Where the registers sit:
Drawn at 4 px/um. Other sequential cells in the stronger grey, the rest of the logic in the fainter grey.
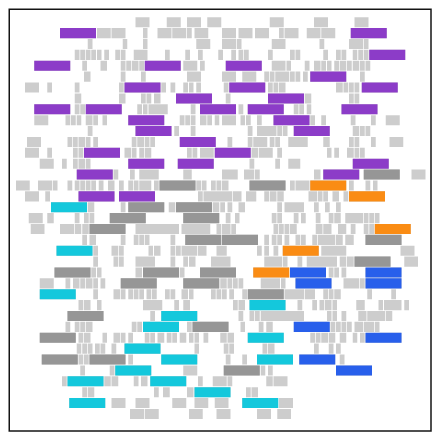
Metal layers overlaid:
Drawn at 4 px/um.
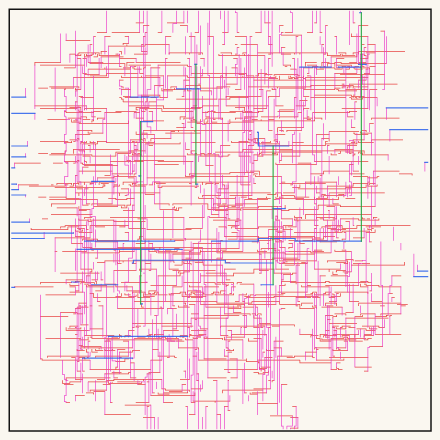
Signal wires on met4:
Drawn at 6 px/um. Supply wires on this layer in grey. Cells faint in the background.
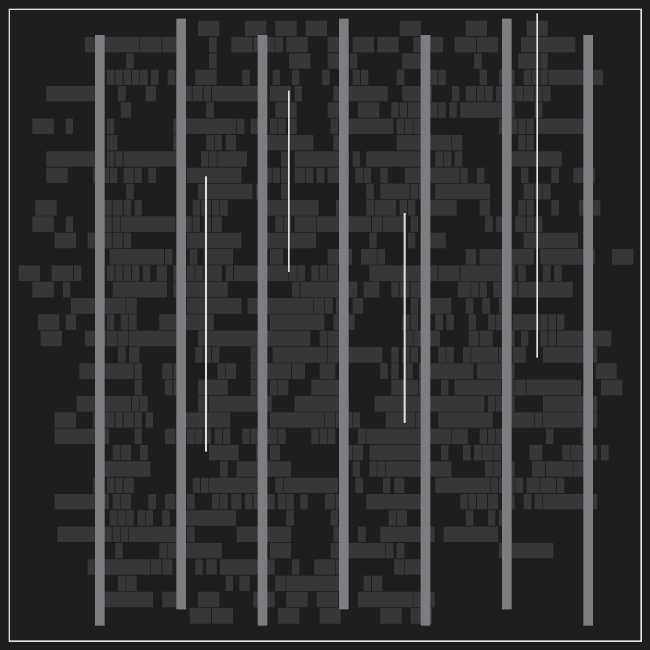
**src/rtl/mdio_pkg.sv**
```systemverilog
// Shared MDIO definitions: Clause-22 frame layout, opcodes and FSM encoding.
// Used by both the station-management controller and the peripheral.
package mdio_pkg;

    localparam int FRAME_BITS      = 32;
    localparam int DATA_BITS       = 16;
    localparam int ADDR_FIELD_END  = 13;
    localparam int RD_SAMPLE_START = 16;

    localparam logic [1:0] OP_WRITE = 2'b01;
    localparam logic [1:0] OP_READ  = 2'b10;
    localparam logic [1:0] ST_CODE  = 2'b01;

    typedef enum logic [1:0] {
        IDLE,
        SHIFT,
        DONE
    } mdio_state_e;

    function automatic logic is_read_op(input logic [1:0] op);
        return op == OP_READ;
    endfunction

endpackage

```
**src/rtl/mdc_gen.sv**
```systemverilog
// MDC divider: low for MDC_DIV cycles then high for MDC_DIV cycles while enabled,
// with strobes that are high in the cycle whose closing CLK edge moves MDC.
module mdc_gen #(
    parameter int MDC_DIV = 1
) (
    input  logic CLK,
    input  logic RESET,
    input  logic enable,
    output logic mdc,
    output logic mdc_rise_pulse,
    output logic mdc_fall_pulse
);

    localparam logic [7:0] DIV_LAST = 8'(MDC_DIV - 1);

    logic [7:0] div_cnt_q, div_cnt_d;
    logic       mdc_q, mdc_d;
    logic       phase_end;

    always_comb begin
        phase_end      = enable && (div_cnt_q == DIV_LAST);
        mdc_rise_pulse = phase_end && !mdc_q;
        mdc_fall_pulse = phase_end && mdc_q;
        div_cnt_d      = div_cnt_q + 8'd1;
        mdc_d          = mdc_q;
        if (!enable) begin
            div_cnt_d = 8'd0;
            mdc_d     = 1'b0;
        end else if (phase_end) begin
            div_cnt_d = 8'd0;
            mdc_d     = ~mdc_q;
        end
    end

    always_ff @(posedge CLK or posedge RESET) begin
        if (RESET) begin
            div_cnt_q <= 8'd0;
            mdc_q     <= 1'b0;
        end else begin
            div_cnt_q <= div_cnt_d;
            mdc_q     <= mdc_d;
        end
    end

    assign mdc = mdc_q;

endmodule

```
**src/rtl/mdio_controller.sv**
```systemverilog
// MDIO station-management controller: serialises a 32-bit Clause-22 frame
// MSB-first on MDC falls and, for reads, captures 16 data bits on MDC rises.
module mdio_controller
    import mdio_pkg::*;
#(
    parameter int MDC_DIV = 1
) (
    input  logic                 CLK,
    input  logic                 RESET,
    input  logic                 MDIO_START,
    input  logic [31:0]          T_DATA,
    input  logic                 MDIO_IN,
    output logic                 MDC,
    output logic                 MDIO_OUT,
    output logic                 MDIO_OE,
    output logic [DATA_BITS-1:0] RD_DATA,
    output logic                 DATA_RDY,
    output logic                 MDIO_BUSY
);

    mdio_state_e          state_q, state_d;
    logic [30:0]          tx_q, tx_d;
    logic [DATA_BITS-1:0] rx_q, rx_d;
    logic [4:0]           bit_cnt_q, bit_cnt_d;
    logic                 is_read_q, is_read_d;
    logic                 out_q, out_d;
    logic                 oe_q, oe_d;
    logic                 busy_q, busy_d;
    logic [DATA_BITS-1:0] rd_data_q, rd_data_d;
    logic                 data_rdy_q, data_rdy_d;

    logic mdc_rise, mdc_fall;

    mdc_gen #(.MDC_DIV(MDC_DIV)) u_mdc_gen (
        .CLK            (CLK),
        .RESET          (RESET),
        .enable         (state_q == SHIFT),
        .mdc            (MDC),
        .mdc_rise_pulse (mdc_rise),
        .mdc_fall_pulse (mdc_fall)
    );

    always_comb begin
        state_d    = state_q;
        tx_d       = tx_q;
        rx_d       = rx_q;
        bit_cnt_d  = bit_cnt_q;
        is_read_d  = is_read_q;
        out_d      = out_q;
        oe_d       = oe_q;
        busy_d     = busy_q;
        rd_data_d  = rd_data_q;
        data_rdy_d = 1'b0;

        case (state_q)
            IDLE: begin
                if (MDIO_START) begin
                    state_d   = SHIFT;
                    tx_d      = T_DATA[30:0];
                    rx_d      = '0;
                    bit_cnt_d = 5'd0;
                    is_read_d = is_read_op(T_DATA[29:28]);
                    out_d     = T_DATA[31];
                    oe_d      = 1'b1;
                    busy_d    = 1'b1;
                end
            end

            SHIFT: begin
                if (mdc_rise && is_read_q && (bit_cnt_q >= 5'(RD_SAMPLE_START))) begin
                    rx_d = {rx_q[DATA_BITS-2:0], MDIO_IN};
                end
                // A fall either begins the next bit or closes bit 31's high phase.
                if (mdc_fall) begin
                    if (bit_cnt_q == 5'(FRAME_BITS - 1)) begin
                        state_d   = DONE;
                        bit_cnt_d = 5'd0;
                        out_d     = 1'b0;
                        oe_d      = 1'b0;
                        busy_d    = 1'b0;
                        if (is_read_q) begin
                            rd_data_d  = rx_q;
                            data_rdy_d = 1'b1;
                        end
                    end else begin
                        bit_cnt_d = bit_cnt_q + 5'd1;
                        tx_d      = {tx_q[29:0], 1'b0};
                        if (is_read_q && (bit_cnt_q >= 5'(ADDR_FIELD_END))) begin
                            out_d = 1'b0;
                            oe_d  = 1'b0;
                        end else begin
                            out_d = tx_q[30];
                        end
                    end
                end
            end

            DONE: begin
                state_d = IDLE;
            end

            default: begin
                state_d = IDLE;
            end
        endcase
    end

    always_ff @(posedge CLK or posedge RESET) begin
        if (RESET) begin
            state_q    <= IDLE;
            tx_q       <= '0;
            rx_q       <= '0;
            bit_cnt_q  <= 5'd0;
            is_read_q  <= 1'b0;
            out_q      <= 1'b0;
            oe_q       <= 1'b0;
            busy_q     <= 1'b0;
            rd_data_q  <= '0;
            data_rdy_q <= 1'b0;
        end else begin
            state_q    <= state_d;
            tx_q       <= tx_d;
            rx_q       <= rx_d;
            bit_cnt_q  <= bit_cnt_d;
            is_read_q  <= is_read_d;
            out_q      <= out_d;
            oe_q       <= oe_d;
            busy_q     <= busy_d;
            rd_data_q  <= rd_data_d;
            data_rdy_q <= data_rdy_d;
        end
    end

    assign MDIO_OUT  = out_q;
    assign MDIO_OE   = oe_q;
    assign MDIO_BUSY = busy_q;
    assign RD_DATA   = rd_data_q;
    assign DATA_RDY  = data_rdy_q;

endmodule

```
**config.mk**
```make
export PLATFORM = sky130hd
export DESIGN_NAME = mdio_controller
export DESIGN_NICKNAME = d
export VERILOG_FILES = /design/src/rtl/mdio_pkg.sv /design/src/rtl/mdc_gen.sv /design/src/rtl/mdio_controller.sv
export SDC_FILE = /design/constraint.sdc
export NUM_CORES = 1
export LEC_CHECK = 0
export ABC_AREA = 1
export CORE_UTILIZATION = 40
export CTS_CLUSTER_DIAMETER = 80
export DETAILED_ROUTE_END_ITERATION = 7
export SYNTH_ARGS = -nofsm -noshare
export SYNTH_HDL_FRONTEND = slang
export SYNTH_SLANG_ARGS = --single-unit
```
**constraint.sdc**
```tcl
create_clock -name CLK -period 4.1 [get_ports CLK]
set_clock_uncertainty 0.2 [all_clocks]
set_input_delay 0.82 -clock CLK [delete_from_list [all_inputs] [get_ports CLK]]
set_output_delay 0.82 -clock CLK [all_outputs]
set_load 0.1 [all_outputs]
```
==> impl_metrics.tcl <==
# place-and-route summary
set metrics [dict create \
    synth-seq-cells 84 \
    path_cells "clkdlybuf4s50_1" \
    synth_seq_share 0.495 \
    path_clk_slew_ps 90 \
    clock-sinks 84 \
    syn-num-nets 595 \
    synth_top_area_share 0.495 \
    warnings 28 \
    ios 57 \
    initial_core_util 0.412 \
    grt_overflow 0 \
    ys_types 29 \
    min_period_ps 2960 \
    slowest_stage "clkdlybuf4s50_1" \
    holdCritStartpoint "tx_q[17]" \
    crit_family "buffers and inverters" \
    slew_headroom 0.349 \
    fp.dieH_um 105 \
    top_cell "nand2_1" \
    cpPeakStageDelay_ps 1160 \
    place.gp.congestion 0.718 \
    cts_tree "done" \
    syn-cell-area_um2 4250 \
    outcome "completed" \
    cp_num_buf_inv 1 \
    syn2layout_area_growth_pct 19.2 \
    largest_area_cell "dfrtp_1" \
    rr_endpoint "tx_q[28]" \
    syn_avg_cell_area_um2 7.67 \
    yosys-top-cells-count "256 x nand2_1, 84 x dfrtp_1, 49 x nand3_1" \
    drv_slew 0 \
    lay_top_cells "256 x nand2_1, 84 x dfrtp_1, 56 x clkdlybuf4s50_1, 49 x nand3_1" \
    hold_viol_final 0 \
    dp_hpwl_um 5870 \
    clockRootBuffer "clkbuf_8" \
    syn_inst 554 \
    holdCritPathClass "register to register" \
    worstSkewPairLatency_ps 350 \
    grt_max_degree 53 \
    portBuffers 56 \
    antennaDiodeCount 0 \
    nets 638 \
    cts_hold_buf 0 \
    layout-drive-gt1-share 0.0781 \
    ff_type "dfrtp_1" \
    antenna_found_initial 0 \
    final-setup-viol-count 0 \
    max_freq_ghz 0.338 \
    crit_path_start_kind "register" \
    drt-initial-drc-count 180 \
    rows 37 \
    grt_pass1_vias 3423 \
    drc 0 \
    yosysWarnings 0 \
    finalClockPeriodUsage 0.721 \
    regToRegStartpoint "state_q[1]" \
    htreeDepth 3 \
    r2r.worst_path.cells 6 \
    post_cts_buffers 0 \
    via_per_inst 4.78 \
    postRouteAntennaNets 0 \
    grt_pass1_wl_um 16000 \
    peakVddDrop_uv 256 \
    tns_ps 0 \
    ys_cells 554 \
    powerDensity_nw_per_um2 434 \
    topCellsByArea "dfrtp_1 49%, nand2_1 23%, nand3_1 5.8%" \
    p_leak_nw 2.67 \
    yosys_area_um2 4250 \
    cts_buffers 9 \
    core_area_um2 10300 \
    min_to "tx_q[17]" \
    die_area_um2 11000 \
    edf_count 0 \
    rsz0062_at_grt "no" \
    worst_slew_pin_slew_ps 974 \
    whs_ps 279 \
    cp-end-kind "output pin" \
    critPathMaxFanout 3 \
    drv_cap 0 \
    arrival_ps 1940 \
    clockBufferDepth 2 \
    cp.required_ps 3080 \
    die_width_um 105 \
    postSynth.asyncResetShare 1.00 \
    cts_resized 0 \
    worst-setup-path-type "register to output pin" \
    rrSetupSlack_ps 1180 \
    dr.pass1.iters 4 \
    finalPower_mw 2.20 \
    layout_top_cell "nand2_1" \
    hold_path_depth 2 \
]
## Picture notes: 'where the registers sit'
Cyan stands for RD_DATA, flops 16. Purple stands for tx_q, flops 31. Orange stands for bit_cnt_q, flops 5, where right middle. Blue stands for u_mdc_gen.div_cnt_q, flops 8.
Another 24 sequential cells are not coloured.
sequential power: 1.04 mW
storage element area: 2100 um2
Seq area share: 0.415
final core utilization: 0.491

## Picture notes: 'metal layers overlaid'
Magenta stands for M2, wire length 4,390 um. Green stands for M4, wire length 167 um. Blue stands for M3, wire length 298 um. Red stands for M1, wire length 4,400 um.
routed via count: 3,528
drt wl/cell: 12.5 um
All-Layer GR Usage: 0.180
Routed WL: 9260 um

## Picture notes: 'signal wires on met4'
3 nets have wire on it. The wires run mostly vertical. The layer holds 1.8% of the routed length. The layer carries 167 um of wire.

## worst max-delay path by stage
stage	from	endpoint	slack (ps)	cells past startpoint
floorplan	RESET	DATA_RDY	910	1
global placement	state_q[1]	tx_q[22]	1180	6
detailed placement	state_q[1]	tx_q[23]	1150	6
CTS	state_q[1]	tx_q[30]	1130	6
global route	state_q[1]	tx_q[27]	900	6
finish	u_mdc_gen.mdc	MDC	1140	1
## cell families after synthesis
family,after synthesis,synth area share
buf+inv,67,0.0772
compound gates,27,0.0330
simple gates,371,0.380
flops,84,0.495
fa+ha+maj,5,0.0147
## per-stage QoR
step	area [um2]	util	setup WS, ps	cells
floorplan	4250	-	915	554
global placement	4840	0.469	1180	722
detailed placement	4840	0.469	1150	722
CTS	5070	0.491	1130	738
global route	5070	0.491	897	738
finish	5070	0.491	1140	738
## cell type report
cell class	instances	area (um2)
Inverter	40	151
Fill cell	994	5260
Timing Repair Buffer	59	596
Clock inverter	6	87.6
Sequential cell	84	2100
Clock buffer	10	138
Multi-Input combinational cell	403	1820
Tap cell	136	170
## registers in the layout, indices dropped and copies added (netlist names)
| name | cells |
|---|---|
| u_mdc_gen.div_cnt_q | 8 |
| u_mdc_gen.mdc | 1 |
| MDIO_BUSY | 1 |
| is_read_q | 1 |
| state_q | 2 |
| tx_q | 31 |
| MDIO_OUT | 1 |
| bit_cnt_q | 5 |
| RD_DATA | 16 |
| DATA_RDY | 1 |
| rx_q | 16 |
| MDIO_OE | 1 |
## routing by layer
layer | GRT usage | wire [um]
met1 | 0.247 | 4400
met2 | 0.286 | 4390
met3 | 0.0299 | 297
met4 | 0.0714 | 167
met5 | 0 | 0
## report_power, final
group | internal (mW) | switching, mW | leakage (nW)
clock | 0.360 | 0.304 | 0.116
sequential | 0.952 | 0.0921 | 1.14
combinational | 0.189 | 0.299 | 1.42
Power and IR drop assume default switching activity.
